$ cat config.mk
export PLATFORM = sky130hd
export DESIGN_NAME = pb_varint_stream_decoder
export DESIGN_NICKNAME = d
export VERILOG_FILES = /design/src/rtl/pb_varint_stream_decoder.sv
export SDC_FILE = /design/constraint.sdc
export NUM_CORES = 1
export LEC_CHECK = 0
export CORE_UTILIZATION = 54
export DETAILED_ROUTE_END_ITERATION = 7
export GPL_TIMING_DRIVEN = 0
export PLACE_DENSITY = 0.9
export REMOVE_ABC_BUFFERS = 1
export SYNTH_ARGS = -nofsm -noshare
export SYNTH_HDL_FRONTEND = slang
export SYNTH_SLANG_ARGS = --single-unit
$ cat constraint.sdc
create_clock -name clk -period 2.1 [get_ports clk]
set_input_delay 0.21 -clock clk [delete_from_list [all_inputs] [get_ports clk]]
set_output_delay 0.21 -clock clk [all_outputs]
set_load 0.005 [all_outputs]
$ cat src/rtl/pb_varint_stream_decoder.sv
// Streaming protobuf base-128 varint / message-key decoder, one byte per cycle.
// Optional zigzag decoding is enabled by defining PB_VARINT_ZIGZAG_EN.
module pb_varint_stream_decoder #(
  parameter int OUT_W     = 64,
  parameter int MAX_BYTES = 10,
  localparam int NB_W     = $clog2(MAX_BYTES + 1)
) (
  input  logic             clk,
  input  logic             rst_n,
  input  logic             in_valid,
  output logic             in_ready,
  input  logic [7:0]       in_data,
  input  logic             in_key,
`ifdef PB_VARINT_ZIGZAG_EN
  input  logic             in_zigzag,
`endif
  output logic             out_valid,
  input  logic             out_ready,
  output logic [OUT_W-1:0] out_value,
  output logic [28:0]      out_field,
  output logic [2:0]       out_wire,
  output logic [NB_W-1:0]  out_nbytes,
  output logic             out_err
);

  localparam int WIDE = MAX_BYTES * 7;
  localparam logic [0:0] ACCUM   = 1'b0;
  localparam logic [0:0] DISCARD = 1'b1;
  localparam logic [WIDE-1:0] LO_MASK = WIDE'({OUT_W{1'b1}});

  logic [0:0]       state;
  logic [OUT_W-1:0] acc;
  logic [NB_W-1:0]  count;
  logic             err;
  logic             key_r;
`ifdef PB_VARINT_ZIGZAG_EN
  logic             zz_r;
`endif

  logic             take_in;
  logic             term;
  logic             first;
  logic             cur_key;
  logic             cur_zz;
  logic [WIDE-1:0]  shifted;
  logic             ovf;
  logic [OUT_W-1:0] acc_next;
  logic [OUT_W-1:0] raw_val;
  logic [OUT_W-1:0] fin_val;
  logic [31:0]      val32;
  logic             key_bad;
  logic             fin_err;
  logic [NB_W-1:0]  fin_nbytes;

  assign in_ready = !out_valid || out_ready;
  assign take_in  = in_valid && in_ready;
  assign term     = take_in && !in_data[7];

  always_comb begin
    first   = (state == ACCUM) && (count == '0);
    cur_key = first ? in_key : key_r;
`ifdef PB_VARINT_ZIGZAG_EN
    cur_zz  = first ? in_zigzag : zz_r;
`else
    cur_zz  = 1'b0;
`endif
    // Payload is placed in a MAX_BYTES*7 wide window so bits past OUT_W can be inspected.
    shifted  = WIDE'(in_data[6:0]) << (7 * int'(count));
    ovf      = |(shifted & ~LO_MASK);
    acc_next = acc | shifted[OUT_W-1:0];
    raw_val  = (state == ACCUM) ? acc_next : acc;

    if (state == ACCUM) begin
      fin_nbytes = count + 1'b1;
      fin_err    = err | ovf;
    end else begin
      fin_nbytes = NB_W'(MAX_BYTES);
      fin_err    = 1'b1;
    end

    val32   = 32'(raw_val);
    key_bad = (val32[31:3] == '0) || ((raw_val >> 32) != '0) || (val32[2:1] == 2'b11);
    if (cur_key) fin_err = fin_err | key_bad;

    fin_val = raw_val;
    if (!cur_key && cur_zz) fin_val = (raw_val >> 1) ^ {OUT_W{raw_val[0]}};
  end

  always_ff @(posedge clk or negedge rst_n) begin
    if (!rst_n) begin
      state <= ACCUM;
      acc   <= '0;
      count <= '0;
      err   <= 1'b0;
      key_r <= 1'b0;
`ifdef PB_VARINT_ZIGZAG_EN
      zz_r  <= 1'b0;
`endif
    end else if (take_in) begin
      if (first) begin
        key_r <= in_key;
`ifdef PB_VARINT_ZIGZAG_EN
        zz_r  <= in_zigzag;
`endif
      end
      if (!in_data[7]) begin
        state <= ACCUM;
        acc   <= '0;
        count <= '0;
        err   <= 1'b0;
      end else if (state == ACCUM) begin
        acc <= acc_next;
        // Last permitted byte still carries a continuation: keep acc, drop the rest.
        if (count == NB_W'(MAX_BYTES - 1)) begin
          err   <= 1'b1;
          state <= DISCARD;
        end else begin
          count <= count + 1'b1;
          err   <= err | ovf;
        end
      end
    end
  end

  always_ff @(posedge clk or negedge rst_n) begin
    if (!rst_n) begin
      out_valid  <= 1'b0;
      out_value  <= '0;
      out_field  <= '0;
      out_wire   <= '0;
      out_nbytes <= '0;
      out_err    <= 1'b0;
    end else if (term) begin
      out_valid  <= 1'b1;
      out_value  <= fin_val;
      out_field  <= cur_key ? val32[31:3] : '0;
      out_wire   <= cur_key ? val32[2:0] : '0;
      out_nbytes <= fin_nbytes;
      out_err    <= fin_err;
    end else if (out_valid && out_ready) begin
      out_valid <= 1'b0;
    end
  end

endmodule
Run 1, routed metal per tile:
24 x 24 tiles, from dark blue (low) to red (high), scaled to the fullest tile. Values are wire area over tile area, all layers added.
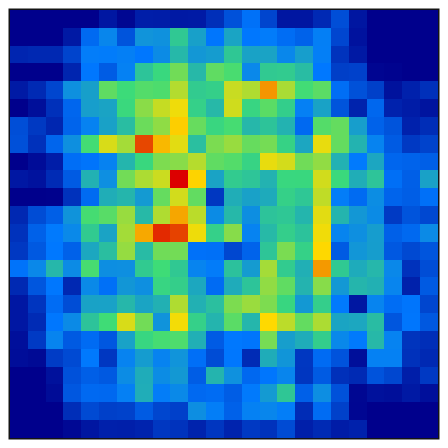
mean over tiles = 0.22
tiles over half the peak = 17%
densest ninth of the die = center
fullest tile = 0.73
nearly empty tiles = 9.4%
wire per inst: 18.1 µm
Vias: 6268
GRT Overall Usage: 0.275
routed wire length: 18800 µm

Run 1, sequential cells colored by netlist name:
The bar under the picture is 20 µm long.
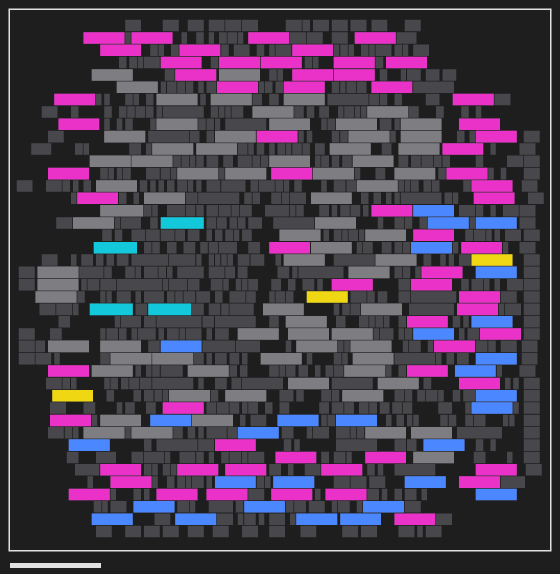
yellow -> `out_wire`  # flops 3
magenta -> `out_value`  # flops 64, where spread over the die
cyan -> `count`  # flops 4, where middle left
blue -> `out_field`  # flops 29
fraction of area in registers: 0.463
area occupied by registers: 0.00434 mm²
final core utilization: 0.705

==> impl_metrics.tcl, run 1 <==
# place-and-route summary
set metrics [dict create \
    yosysCellCount 767 \
    fin_nets 867 \
    power.leakage_nw 4.09 \
    dieArea_mm2 0.0142 \
    grt_overflow 0 \
    cp-endpoint "out_err$_DFFE_PN0P_" \
    numCtsBuffers 17 \
    period_used_share 0.972 \
    reg2reg_depth 6 \
    ctsHoldBuffers 1 \
    gp_congestion 0.892 \
    ys.flop_type "dfrtp_1" \
    die_y_um 119 \
    h-tree-depth 4 \
    area_growth_pct 26.7 \
    top_cells_by_area "dfrtp_1, a21oi_1, nand2_1, o21ai_0, a31oi_1" \
    io_buffers 115 \
    critPathSlowestCell "dfrtp_2" \
    ys.flops 173 \
    path_depth 6 \
    synth.distinct_cells 49 \
    r2r_slack_ns 0.06 \
    io_pins 116 \
    crit_arrival_ns 2.40 \
    max_clock_freq_ghz 0.490 \
    status "completed" \
    finalNonFillerCells 1040 \
    cp.required_ns 2.45 \
    final_cell_area_mm2 0.00937 \
    powerDensity_mw_per_mm2 1130 \
    setup_viol 0 \
    antenna_found_initial 0 \
    comb_area_mm2 0.00276 \
    cts.clk_slew.worst_paths_ns 0.06 \
    grt_pass1_vias 5902 \
    clock_skew_ns 0.0106 \
    cts-root-buf "clkbuf_16" \
    path_delay_family "simple AND/OR/NAND/NOR gates" \
    fin_hold_ws_ns 0.335 \
    hold_viol_final 0 \
    async_flop_share 1.00 \
    vias_per_cell 6.03 \
    fp_util 0.556 \
    avgSynthCellArea_um2 9.64 \
    cts_tree "yes" \
    vdd_drop_max_mv 0.664 \
    grt_max_degree 97 \
    ant_nets 0 \
    path_max_fanout 16 \
    r2r_end "out_err$_DFFE_PN0P_" \
    p_total_w 0.0105 \
    die_x_um 119 \
    crit_path_start "state$_DFFE_PN0P_" \
    grt_pass1_wl_um 30600 \
    maxSlewHeadroom 0.237 \
    drv_cap 0 \
    ys_area_mm2 0.00740 \
    diodes 0 \
    yosysSeqAreaShare 0.585 \
    clock_latency_ns 0.43 \
    crit_chain "or3_4 -> nor3_4 -> a21oi_1 -> o2111ai_2 -> a21oi_2 -> a21oi_2" \
    place_inst 994 \
    synth_area_leader_cell "dfrtp_1" \
    drt_iter0_drc 666 \
    end_kind "flop" \
    max_stage_delay_ns 0.52 \
    edf_count 0 \
    grt_setup_unrepaired "true" \
    drt_pre_antenna_iters 6 \
    yosysTopAreaCellShare 0.585 \
    cts_setup_buffers 6 \
    crit_buf_inv 0 \
    hold_class "in -> async" \
    tightest_slew_ns 1.14 \
    ctsLongestPathBuffers 2 \
    drv_slew 0 \
    start_kind "flop" \
    timing.rr.start "state$_DFFE_PN0P_" \
    synthCells 767 \
    synthTopCellsByCount "dfrtp_1, nand2_1, a21oi_1, nor2_1, o21ai_0" \
    post-route-min-period_ns 2.04 \
    ys_warn_count 0 \
    cts_resized 14 \
    drcViolationCount 0 \
    drive_gt1_frac 0.0938 \
    place_hpwl_um 11600 \
    tool_warnings 29 \
    clkSinkCount 173 \
    netlist_area_mm2 0.00740 \
    most_common_cell "dfrtp_1" \
    critical_path_class "reg -> reg" \
    cpMostUsedCell "a21oi_2" \
    postPlaceCellArea_mm2 0.00870 \
]
Run 1, placed standard cells:
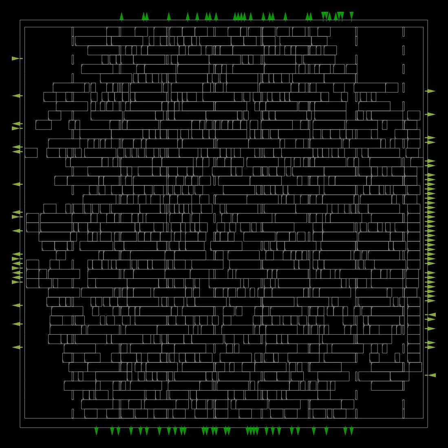
fillcell total: 967
Core ar.: 0.0133 mm²
# rows: 42

==> run 1: kinds of logic after synthesis <==
group | after synthesis | share of synthesized area
AOI/OAI and AO/OA | 263 | 0.211
adders and majority gates | 3 | 0.00508
and+or+nand+nor | 244 | 0.145
muxes | 2 | 0.00271
buffers and inverters | 80 | 0.0479
xor gates and xnor gates | 2 | 0.00237
DFF | 173 | 0.585
==> run 1: layout by cell type (no fill, tap or decap), types with 3 or more instances in the layout <==
cell / Yosys / routed
a21oi_1: 82 / 82
a21oi_2: 3 / 3
a31oi_1: 51 / 51
and3_1: 7 / 4
and3_2: 0 / 3
buf_16: 0 / 6
buf_4: 4 / 12
buf_8: 0 / 5
clkbuf_16: 0 / 17
clkdlybuf4s50_1: 0 / 107
clkinvlp_4: 0 / 6
dfrtp_1: 173 / 168
dfrtp_2: 0 / 5
dlygate4sd2_1: 0 / 5
ha_1: 3 / 3
inv_1: 5 / 5
nand2_1: 109 / 109
nand3_1: 5 / 5
nand3b_1: 3 / 3
nand4_1: 3 / 3
nor2_1: 81 / 80
nor3_1: 5 / 5
nor4_1: 14 / 14
o21a_1: 3 / 3
o21ai_0: 69 / 69
o21ai_1: 5 / 5
o31ai_1: 34 / 33
o31ai_2: 2 / 3
==> run 1: worst min-delay path by stage <==
stage / slack [ns] / startpoint / endpoint / cells past startpoint
CTS: 0.38 / rst_n / out_field[13]$_DFFE_PN0P_ / 2
finish: 0.34 / rst_n / out_field[13]$_DFFE_PN0P_ / 2
global route: 0.40 / rst_n / out_value[16]$_DFFE_PN0P_ / 2
floorplan: -0.09 / rst_n / acc[0]$_DFFE_PN0P_ / 0
detailed placement: 0.23 / rst_n / out_field[13]$_DFFE_PN0P_ / 1
global placement: 0.46 / out_field[1]$_DFFE_PN0P_ / out_field[1]$_DFFE_PN0P_ / 2
==> run 1: metal layers <==
layer  share of wire  track usage  up-vias
li1                -            -     2880
met1            0.43        0.383     3064
met2            0.48        0.430      290
met3           0.075       0.0580       34
met4           0.016       0.0926        0
met5               0            0        -
==> run 1: stage by stage <==
step           setup slack (ns)    TNS, ns
2_1_floorplan             -3.31    -325.91
3_3_place_gp              -6.05   -1665.19
3_5_place_dp             -0.715     -23.59
4_1_cts               -0.000969  -0.000969
5_1_grt                 -0.0406    -0.0406
6_report                 0.0589          0
==> run 1: worst reg2reg max path, stage by stage, from the launching register on <==
cell and delay [ns]:
dfrtp_2 0.52, or3_4 0.50, nor3_4 0.24, a21oi_1 0.21, o2111ai_2 0.30, a21oi_2 0.07, a21oi_2 0.14
==> run 1: final cells by class <==
type,count,share of cell area
well taps,176,0.0235
repair buffers,139,0.160
clock buffers,20,0.0477
flip-flops and latches,173,0.463
multi-input cells,515,0.294
inverters,5,0.00200
clock inverters,12,0.00961
==> run 1: power breakdown <==
part / total [W] / internal, W / switching (W)
clock network: 0.00286 / 0.00155 / 0.00131
logic: 0.00320 / 0.00158 / 0.00162
registers: 0.00449 / 0.00400 / 0.000486
total: 0.0105 / 0.00714 / 0.00341
==> run 1: registers in the layout (all words and copies together) (netlist names) <==
register	cells
state	1
acc	64
out_wire	3
out_nbytes	4
err	1
key_r	1
out_err	1
count	4
out_valid	1
out_value	64
out_field	29
Run 1, cell sizes after repair:
The bar under the picture is 20 µm long.
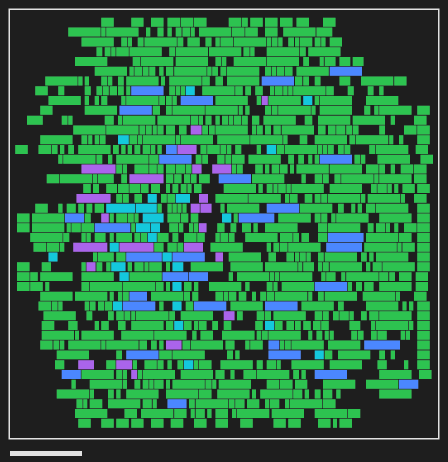

--- run 2 (diff from run 1) ---
RECOVER_POWER = 25   (was not set)
Run 2, cell sizes after repair:
The bar under the picture is 20 µm long.
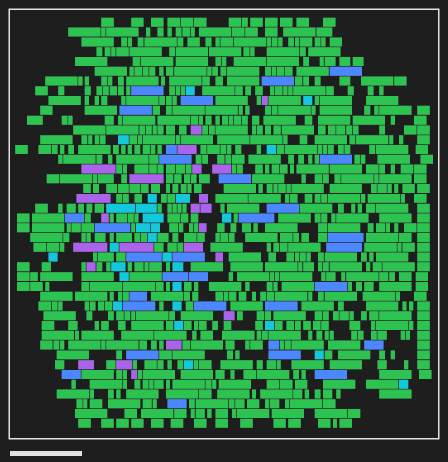
purple -> drive 2  # cells 23
cyan -> drive 3 to 4  # cells 27
blue -> drive 6 and up  # cells 31
green -> drive 1 or less  # cells 783

==> run 2 against run 1 <==
  * Die area stayed put
  * Synthesized cell count is the same
  * Critical path depth unchanged
  * Non-clock buffer count is the same
  * Clock power hardly changed
  * Routed wire length is essentially flat
  * Via count rose by 0.75%
  * Hold slack improved by 0.14 ns
  * Largest power group unchanged
==> impl_metrics.tcl, run 2 <==
# place-and-route summary
set metrics [dict create \
    status "completed" \
    fin_nets 867 \
    path_max_fanout 16 \
    place_inst 994 \
    avgSynthCellArea_um2 9.64 \
    p_total_w 0.0106 \
    io_buffers 115 \
    gp_congestion 0.892 \
    layout_setup_ws_ns 0.0696 \
    ys_area_mm2 0.00740 \
    drcViolationCount 0 \
    tool_warnings 29 \
    grt_setup_unrepaired "true" \
    io_pins 116 \
    rows 42 \
    maxSlewHeadroom 0.234 \
    wl_um 18800 \
    synth.distinct_cells 49 \
    whs_endpoint "out_field[10]$_DFFE_PN0P_" \
    wl_per_cell_um 18.1 \
    ys_warn_count 0 \
    grt_pass1_wl_um 30600 \
    clock_skew_ns 0.0121 \
    r2r_slack_ns 0.07 \
    top_cells_by_area "dfrtp_1, a21oi_1, nand2_1, o21ai_0, a31oi_1" \
    hold_viol_final 0 \
    whs_path_depth 2 \
    synthCells 767 \
    numCtsBuffers 17 \
    grt_pass1_vias 5902 \
    drv_slew 0 \
    crit_arrival_ns 2.33 \
    ctsLongestPathBuffers 2 \
    core_mm2 0.0133 \
    grt_overflow 0 \
    vdd_drop_max_mv 0.667 \
    hold_class "reg -> reg" \
    fin_hold_ws_ns 0.474 \
    max_clock_freq_ghz 0.493 \
    critical_path_class "reg -> reg" \
    reg2reg_depth 6 \
    most_common_cell "dfrtp_1" \
    dieArea_mm2 0.0142 \
    antenna_found_initial 0 \
    via_count 6315 \
    area_growth_pct 26.4 \
    power.leakage_nw 4.08 \
    final_cell_area_mm2 0.00935 \
    synthTopCellsByCount "dfrtp_1, nand2_1, a21oi_1, nor2_1, o21ai_0" \
    ys.flop_type "dfrtp_1" \
    top_regs "acc x64, out_value x64, out_field x29" \
    drt_iter0_drc 779 \
    period_used_share 0.967 \
    layout_top_cell "dfrtp_1" \
    h-tree-depth 4 \
    final_cell_mix "dfrtp_1, nand2_1, clkdlybuf4s50_1, a21oi_1, nor2_1" \
    postPlaceCellArea_mm2 0.00870 \
    timing.rr.start "state$_DFFE_PN0P_" \
    ys.flops 173 \
    tightest_slew_ns 1.15 \
]
==> run 2: layout make-up <==
| cell class | instances | area [µm²] |
|---|---|---|
| fillers | 970 | 3950 |
| repair buffers | 139 | 1480 |
| inverters | 5 | 18.8 |
| clock inverters | 12 | 90.1 |
| flip-flops and latches | 173 | 4340 |
| multi-input cells | 515 | 2760 |
| well taps | 176 | 220 |
| clock buffers | 20 | 447 |
==> run 2: repair_timing <==
item                                   CTS  global route
resized                                 14             4
endpoints found under the hold margin   77             0
setup endpoints to repair               61            42
cloned                                   0             1
hold buffers                             1             0
setup buffers                            6             6
pin swaps                                3             2
==> run 2: metal layers <==
| layer | up-vias | GRT usage | share of wire |
|---|---|---|---|
| li1 | 2873 | - | - |
| met1 | 3055 | 0.383 | 0.42 |
| met2 | 337 | 0.430 | 0.47 |
| met3 | 50 | 0.0580 | 0.085 |
| met4 | 0 | 0.0926 | 0.020 |
| met5 | - | 0 | 0 |
==> run 2: power breakdown <==
group / total [W] / internal [W] / switching, W
clock: 0.00286 / 0.00155 / 0.00131
sequential: 0.00449 / 0.00400 / 0.000486
combinational: 0.00320 / 0.00158 / 0.00162
total: 0.0106 / 0.00713 / 0.00342
==> run 2: how the worst max path moves through the flow <==
| stage | startpoint | end | cells after the start |
|---|---|---|---|
| floorplan | out_valid$_DFFE_PN0P_ | out_err$_DFFE_PN0P_ | 6 |
| global placement | rst_n | out_value[63]$_DFFE_PN0P_ | 1 |
| detailed placement | in_data[7] | out_err$_DFFE_PN0P_ | 8 |
| CTS | count[1]$_DFFE_PN0P_ | out_err$_DFFE_PN0P_ | 6 |
| global route | state$_DFFE_PN0P_ | out_err$_DFFE_PN0P_ | 6 |
| finish | state$_DFFE_PN0P_ | out_err$_DFFE_PN0P_ | 6 |
==> run 2: kinds of logic after synthesis <==
logic type / count (synthesis) / share of synthesized area
compound gates: 263 / 0.211
simple gates: 244 / 0.145
flops: 173 / 0.585
buf+inv: 80 / 0.0479
fa+ha+maj: 3 / 0.00508
xor+xnor: 2 / 0.00237
mux: 2 / 0.00271
==> run 2: critical path, stage by stage (launching register included) <==
cell and delay (ns):
dfrtp_2 0.52, or3_4 0.49, nor3_4 0.23, a21oi_1 0.18, o311a_1 0.22, a21oi_2 0.19
a21oi_2 0.07
==> run 2: per-stage QoR <==
step                       util   TNS (ns)
after CTS                 0.700  -0.000969
after detailed placement  0.655     -23.59
final                     0.703          0
after global routing      0.703    -0.0406
after floorplan               -    -325.91
after global placement    0.634   -1665.19
Power figures rest on the tool's default switching activity, not on a simulated workload.
